Figure 1. Placed standard cells (run 1).
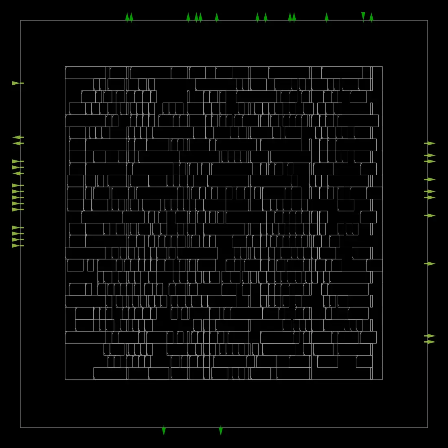
Figure 2. Clock distribution (run 1).
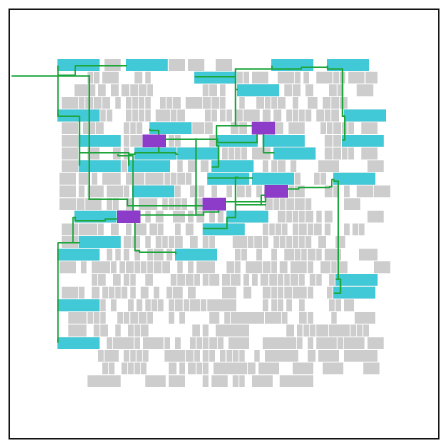
Figure 3. Ports around the boundary (run 1).
Pins as bars across the die edge, other pins in grey.
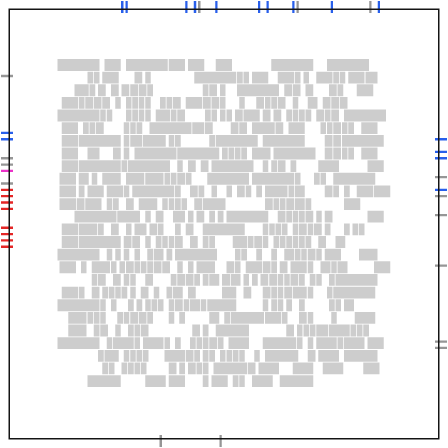
[config.mk]
export PLATFORM = sky130hd
export DESIGN_NAME = bitmask_enumerator_constant_popcount
export DESIGN_NICKNAME = d
export VERILOG_FILES = /design/src/rtl/bitmask_enumerator_constant_popcount.sv
export SDC_FILE = /design/constraint.sdc
export NUM_CORES = 1
export LEC_CHECK = 0
export ABC_AREA = 1
export CAP_MARGIN = 5
export CORE_MARGIN = 10
export CORE_UTILIZATION = 60
export DETAILED_ROUTE_END_ITERATION = 8
export PLACE_DENSITY_LB_ADDON = 0.15
export SLEW_MARGIN = 20
export SYNTH_ARGS = -nofsm -noshare
export SYNTH_HDL_FRONTEND = slang
export SYNTH_SLANG_ARGS = --single-unit
[constraint.sdc]
create_clock -name clock -period 14.1 [get_ports clock]
set_clock_uncertainty 0.15 [all_clocks]
set_input_delay 4.23 -clock clock [delete_from_list [all_inputs] [get_ports clock]]
set_output_delay 4.23 -clock clock [all_outputs]
set_load 0.05 [all_outputs]
[src/rtl/bitmask_enumerator_constant_popcount.sv]
// Walks every WORD_WIDTH-bit mask sharing the seed's popcount in ascending
// order with wraparound, one mask per handshake on a valid/ready stream.
module bitmask_enumerator_constant_popcount #(
    parameter int WORD_WIDTH  = 8,
    parameter int COUNT_WIDTH = 16
) (
    input  logic                   clock,
    input  logic                   clear_n,
    input  logic                   start_valid,
    output logic                   start_ready,
    input  logic [WORD_WIDTH-1:0]  start_word,
    input  logic                   abort,
    output logic                   mask_valid,
    input  logic                   mask_ready,
    output logic [WORD_WIDTH-1:0]  mask_out,
    output logic                   mask_last,
    output logic [COUNT_WIDTH-1:0] mask_index
);

    localparam int POP_WIDTH = $clog2(WORD_WIDTH + 1);

    typedef enum logic {
        IDLE,
        RUN
    } state_t;

    state_t                  state_reg, state_next;
    logic [WORD_WIDTH-1:0]   seed_reg, seed_next;
    logic [WORD_WIDTH-1:0]   current_reg, current_next;
    logic [COUNT_WIDTH-1:0]  index_reg, index_next;

    logic [WORD_WIDTH-1:0]   low_bit;
    logic [WORD_WIDTH-1:0]   ripple;
    logic [WORD_WIDTH-1:0]   changed;
    logic [WORD_WIDTH-1:0]   fill_wrap;
    logic [WORD_WIDTH-1:0]   fill_step;
    logic [WORD_WIDTH-1:0]   succ;
    logic                    carry;
    logic [POP_WIDTH-1:0]    pop_current;
    logic [POP_WIDTH-1:0]    pop_changed;
    logic [POP_WIDTH-1:0]    step_count;

    // Adding the lowest set bit moves the lowest run of ones up by one place;
    // the ones it swallowed beyond the moved bit are re-packed at the bottom.
    assign low_bit          = current_reg & (~current_reg + WORD_WIDTH'(1));
    assign {carry, ripple}  = {1'b0, current_reg} + {1'b0, low_bit};
    assign changed          = current_reg ^ ripple;

    always_comb begin
        pop_current = '0;
        pop_changed = '0;
        for (int i = 0; i < WORD_WIDTH; i++) begin
            pop_current = pop_current + POP_WIDTH'(current_reg[i]);
            pop_changed = pop_changed + POP_WIDTH'(changed[i]);
        end
    end

    assign step_count = (pop_changed >= POP_WIDTH'(2)) ? (pop_changed - POP_WIDTH'(2)) : '0;

    generate
        for (genvar gi = 0; gi < WORD_WIDTH; gi++) begin : g_fill
            assign fill_wrap[gi] = (POP_WIDTH'(gi) < pop_current);
            assign fill_step[gi] = (POP_WIDTH'(gi) < step_count);
        end
    endgenerate

    // A carry out means current was the largest mask of its popcount:
    // wrap to the smallest one, all ones packed at the bottom.
    assign succ = carry ? fill_wrap : (ripple | fill_step);

    always_ff @(posedge clock or negedge clear_n) begin
        if (!clear_n) begin
            state_reg   <= IDLE;
            seed_reg    <= '0;
            current_reg <= '0;
            index_reg   <= '0;
        end else begin
            state_reg   <= state_next;
            seed_reg    <= seed_next;
            current_reg <= current_next;
            index_reg   <= index_next;
        end
    end

    always_comb begin
        state_next   = state_reg;
        seed_next    = seed_reg;
        current_next = current_reg;
        index_next   = index_reg;
        case (state_reg)
            IDLE: begin
                if (start_valid) begin
                    state_next   = RUN;
                    seed_next    = start_word;
                    current_next = start_word;
                    index_next   = '0;
                end
            end
            RUN: begin
                // abort wins over a simultaneous handshake: the mask is dropped
                if (abort) begin
                    state_next = IDLE;
                end else if (mask_ready) begin
                    if (mask_last) begin
                        state_next = IDLE;
                    end else begin
                        current_next = succ;
                        index_next   = index_reg + COUNT_WIDTH'(1);
                    end
                end
            end
        endcase
    end

    assign start_ready = (state_reg == IDLE);
    assign mask_valid  = (state_reg == RUN);
    assign mask_out    = current_reg;
    assign mask_index  = index_reg;
    assign mask_last   = (succ == seed_reg) || (seed_reg == '0);

endmodule

==> summary.txt, run 1 <==
run results: slowest CP cell=clkdlybuf4s50_1, top cell type's share of synthesized area=0.265, # Cells Yosys=472, logic area=0.00195 mm², NonClk Buf Share=0.113, layout overhead on the synthesized area=15.4%, Post-synth ARST share=1.00, # diodes=0, Fin Hold WS=0.359 ns, syn_nets=507, # port buffers=39, tool warnings=32, Syn. warnings=0, met3 WL post-DR=596 µm, Hold EP=mask_index[9], post-synthesis mux area share=0.0253, Cells after DPL=568, unrepaired setup endpoints after global routing=no, setup ws final=3.63 ns, Hold-fix buffers, CTS=0, share of post-route cells with drive strength above 1=0.0791, Fill cells=445, Top non-seq family=simple AND/OR/NAND/NOR gates, capturing point of the worst reg2reg path=mask_index[6], met1 WL=3520 µm, Setup TNS Final=0 ns, Synth area leader=dfrtp_1, synthesis area per yosys=0.00312 mm², max-cap violation count=0, max FFs per register=16, initial drt markers=265, met3 Use GR=0.0587, Crit path largest cell delay=~0.81 ns, stages on the worst setup path=31, top routing layer in use=met4, slew margin rel.=0.602, Worst EP required=slightly below 10 ns, Final #Nets=between 500 and 600, WL met2=3500 µm, top cells by count=nand2_1 (158), inv_1 (59), nand3_1 (59), CLK BUF=6, Setup CP Type=reg2out, kind of end point of the critical path=primary output, final instance area=0.00359 mm², CP Launch Type=flip-flop, cts repair resizes=0, worst slack, placed=4.00 ns, total global routing overflow=0, vias in the first global route=2888, Critical Path Most Common Cell=nand2_1, Final ANT Viol Nets=0, dominant cell by count in the synthesized netlist=nand2_1, CP arrival=a little over 6 ns, multi-input gate share of total cell area=0.542, met1 Use GR=0.240, Main area contributors=dfrtp_1 (27%), nand2_1 (19%), nand3_1 (9.5%), inv_1 (7.1%), ha_1 (6.0%), I/O Pins=40, DP Area=around 0.0035 mm², multi-input gate count=roughly 360, gr usage total=0.185, Worst Path Buf+Inv=6, Adder Area Share=0.105, fmax=0.0955 GHz, Post-Route WL=7750 µm, CTS Buf Count=5, CP endpoint=mask_last, Netlist cell types=36, clock slew at reported path FFs=0.07 ns, most frequent logic cells in the routed design=nand2_1 (158), inv_1 (59), nand3_1 (59), clk latency late pin=0.29 ns, die span in x=slightly above 90 µm, Die Ht=92.1 µm, die footprint=about 0.0085 mm², status=finished, final reports clean, EDFF count, synth=0, Tmin final=around 10 ns, drt first pass iters=5, DRC viols=0, Worst R2R Start=mask_out[0], via count=3105, Layout clock area frac=0.0230, Gate Count Post-Synth=between 400 and 500, Worst R2R Path Depth=34, worst reg-to-reg setup slack=8.23 ns, routability congestion estimate=1.03, vias per cell=~5.4, seq_cells=33, Avg Cell Area, Syn=approximately 6.6 µm², Critical Path Fanout Max=9, Final setup viols=0, Hold Startpoint=mask_index[9], main flop type=dfrtp_1, CP top delay family=adder cells, Core Area=0.00507 mm², area fraction in and, or, nand and nor cells=0.413, TritonCTS clock tree=yes, Critical Path Start=mask_out[0], Plain + repair buffers=between 40 and 50, register area=826 µm²
Notes on Figure 1 above:
Final Core Density: 0.708
count of inserted tapcells: 70
FP Rows: 26
Finished Layout Cells: 576
fraction of area in registers: 0.230

Notes on Figure 2 above:
legend:
  clock wires:
    colour: green
    length: 482 µm
  flip-flops:
    colour: cyan
    count: 33
  clock-net drivers:
    colour: purple
    count: 5
routed clock nets: 6

Notes on Figure 3 above:
legend:
  start_word:
    colour: red
    pins: 8
    direction: input
    edge: left
  mask_index:
    colour: blue
    pins: 16
    direction: output
    edge: 10 top, 4 right, 2 left
  mask_last:
    colour: magenta
    pins: 1
    direction: output
    edge: left
all pins by edge: 15 left, 13 top, 10 right, 2 bottom

--- run 2 (diff from run 1) ---
--- a/config.mk
+++ b/config.mk
@@ -8,7 +8,7 @@
 export ABC_AREA = 1
 export CAP_MARGIN = 5
 export CORE_MARGIN = 10
-export CORE_UTILIZATION = 60
+export CORE_UTILIZATION = 57
 export DETAILED_ROUTE_END_ITERATION = 8
 export PLACE_DENSITY_LB_ADDON = 0.15
 export SLEW_MARGIN = 20
==> constraint.sdc (replaced) <==
create_clock -name clock -period 10.3 [get_ports clock]
set_clock_uncertainty 0.15 [all_clocks]
set_input_delay 3.09 -clock clock [delete_from_list [all_inputs] [get_ports clock]]
set_output_delay 3.09 -clock clock [all_outputs]
set_load 0.05 [all_outputs]
==> summary.txt, run 2 <==
run results: status=finished, final reports clean, max FFs per register=16, Netlist cell types=36, multi-input gate count=359, unrepaired setup endpoints after global routing=no, slew margin rel.=0.640, Post-synth ARST share=1.00, Post-Route WL=8050 µm, Worst R2R Start=mask_out[0], FP Rows=26, # diodes=0, Main area contributors=dfrtp_1 (27%), nand2_1 (19%), nand3_1 (9.5%), inv_1 (7.1%), ha_1 (6.0%), cts repair resizes=0, clk latency late pin=0.28 ns, clock slew at reported path FFs=0.07 ns, area fraction in and, or, nand and nor cells=0.413, setup ws final=approximately 0.9 ns, Tmin final=9.39 ns, share of post-route cells with drive strength above 1=0.0791, Critical Path Most Common Cell=nand2_1, top cell type's share of synthesized area=0.265, # Cells Yosys=472, Critical Path Start=mask_out[0], EDFF count, synth=0, I/O Pins=40, syn_nets=507, Setup TNS Final=0 ns, Fill cells=445, top routing layer in use=met4, Core Area=0.00520 mm², most frequent logic cells in the routed design=nand2_1 (158), inv_1 (59), nand3_1 (59), dominant cell by count in the synthesized netlist=nand2_1, Gate Count Post-Synth=472, Critical Path Fanout Max=9, capturing point of the worst reg2reg path=mask_out[3], top cells by count=nand2_1 (158), inv_1 (59), nand3_1 (59), Crit path largest cell delay=0.81 ns, # port buffers=39, worst reg-to-reg setup slack=roughly 4.3 ns, Final #Nets=540, Adder Area Share=0.105, register area=around 830 µm², kind of end point of the critical path=primary output, DP Area=approximately 0.0035 mm², multi-input gate share of total cell area=0.542, tool warnings=32, TritonCTS clock tree=yes, slowest CP cell=clkdlybuf4s50_1, Final ANT Viol Nets=0, die span in x=about 94 µm, Worst EP required=roughly 7.1 ns, initial drt markers=~190, Synth area leader=dfrtp_1, WL met2=between 3000 and 4000 µm, CP arrival=6.15 ns, vias per cell=5.47, Die Ht=~94 µm, total global routing overflow=0, met1 Use GR=0.238, max-cap violation count=0, DRC viols=0, stages on the worst setup path=31, CP endpoint=mask_last, Top non-seq family=simple AND/OR/NAND/NOR gates
Figure 4. Wiring by layer (run 2).
The bar under the picture is 20 µm long.
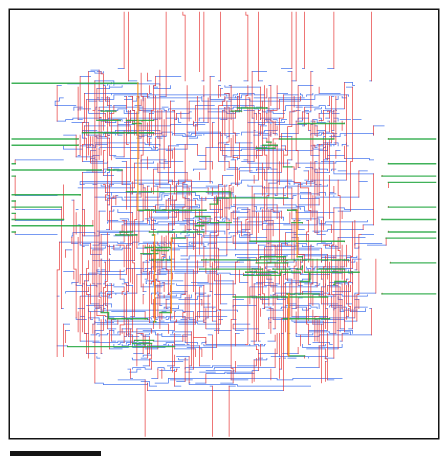
legend:
  M4:
    colour: orange
    wire_length: 87.0 µm
  M1:
    colour: blue
    wire_length: 3460 µm
  M3:
    colour: green
    wire_length: 650 µm
  M2:
    colour: red
    wire_length: 3850 µm

Figure 5. Ports around the boundary (run 2).
Pins as bars across the die edge, other pins in grey.
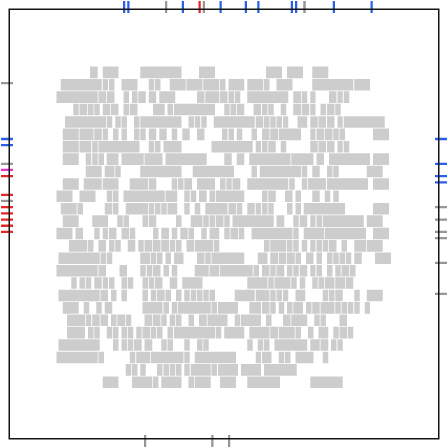
legend:
  mask_index:
    colour: blue
    pins: 16
    direction: output
    edge: 10 top, 4 right, 2 left
  start_word:
    colour: red
    pins: 8
    direction: input
    edge: 7 left, 1 top
  mask_last:
    colour: magenta
    pins: 1
    direction: output
    edge: left

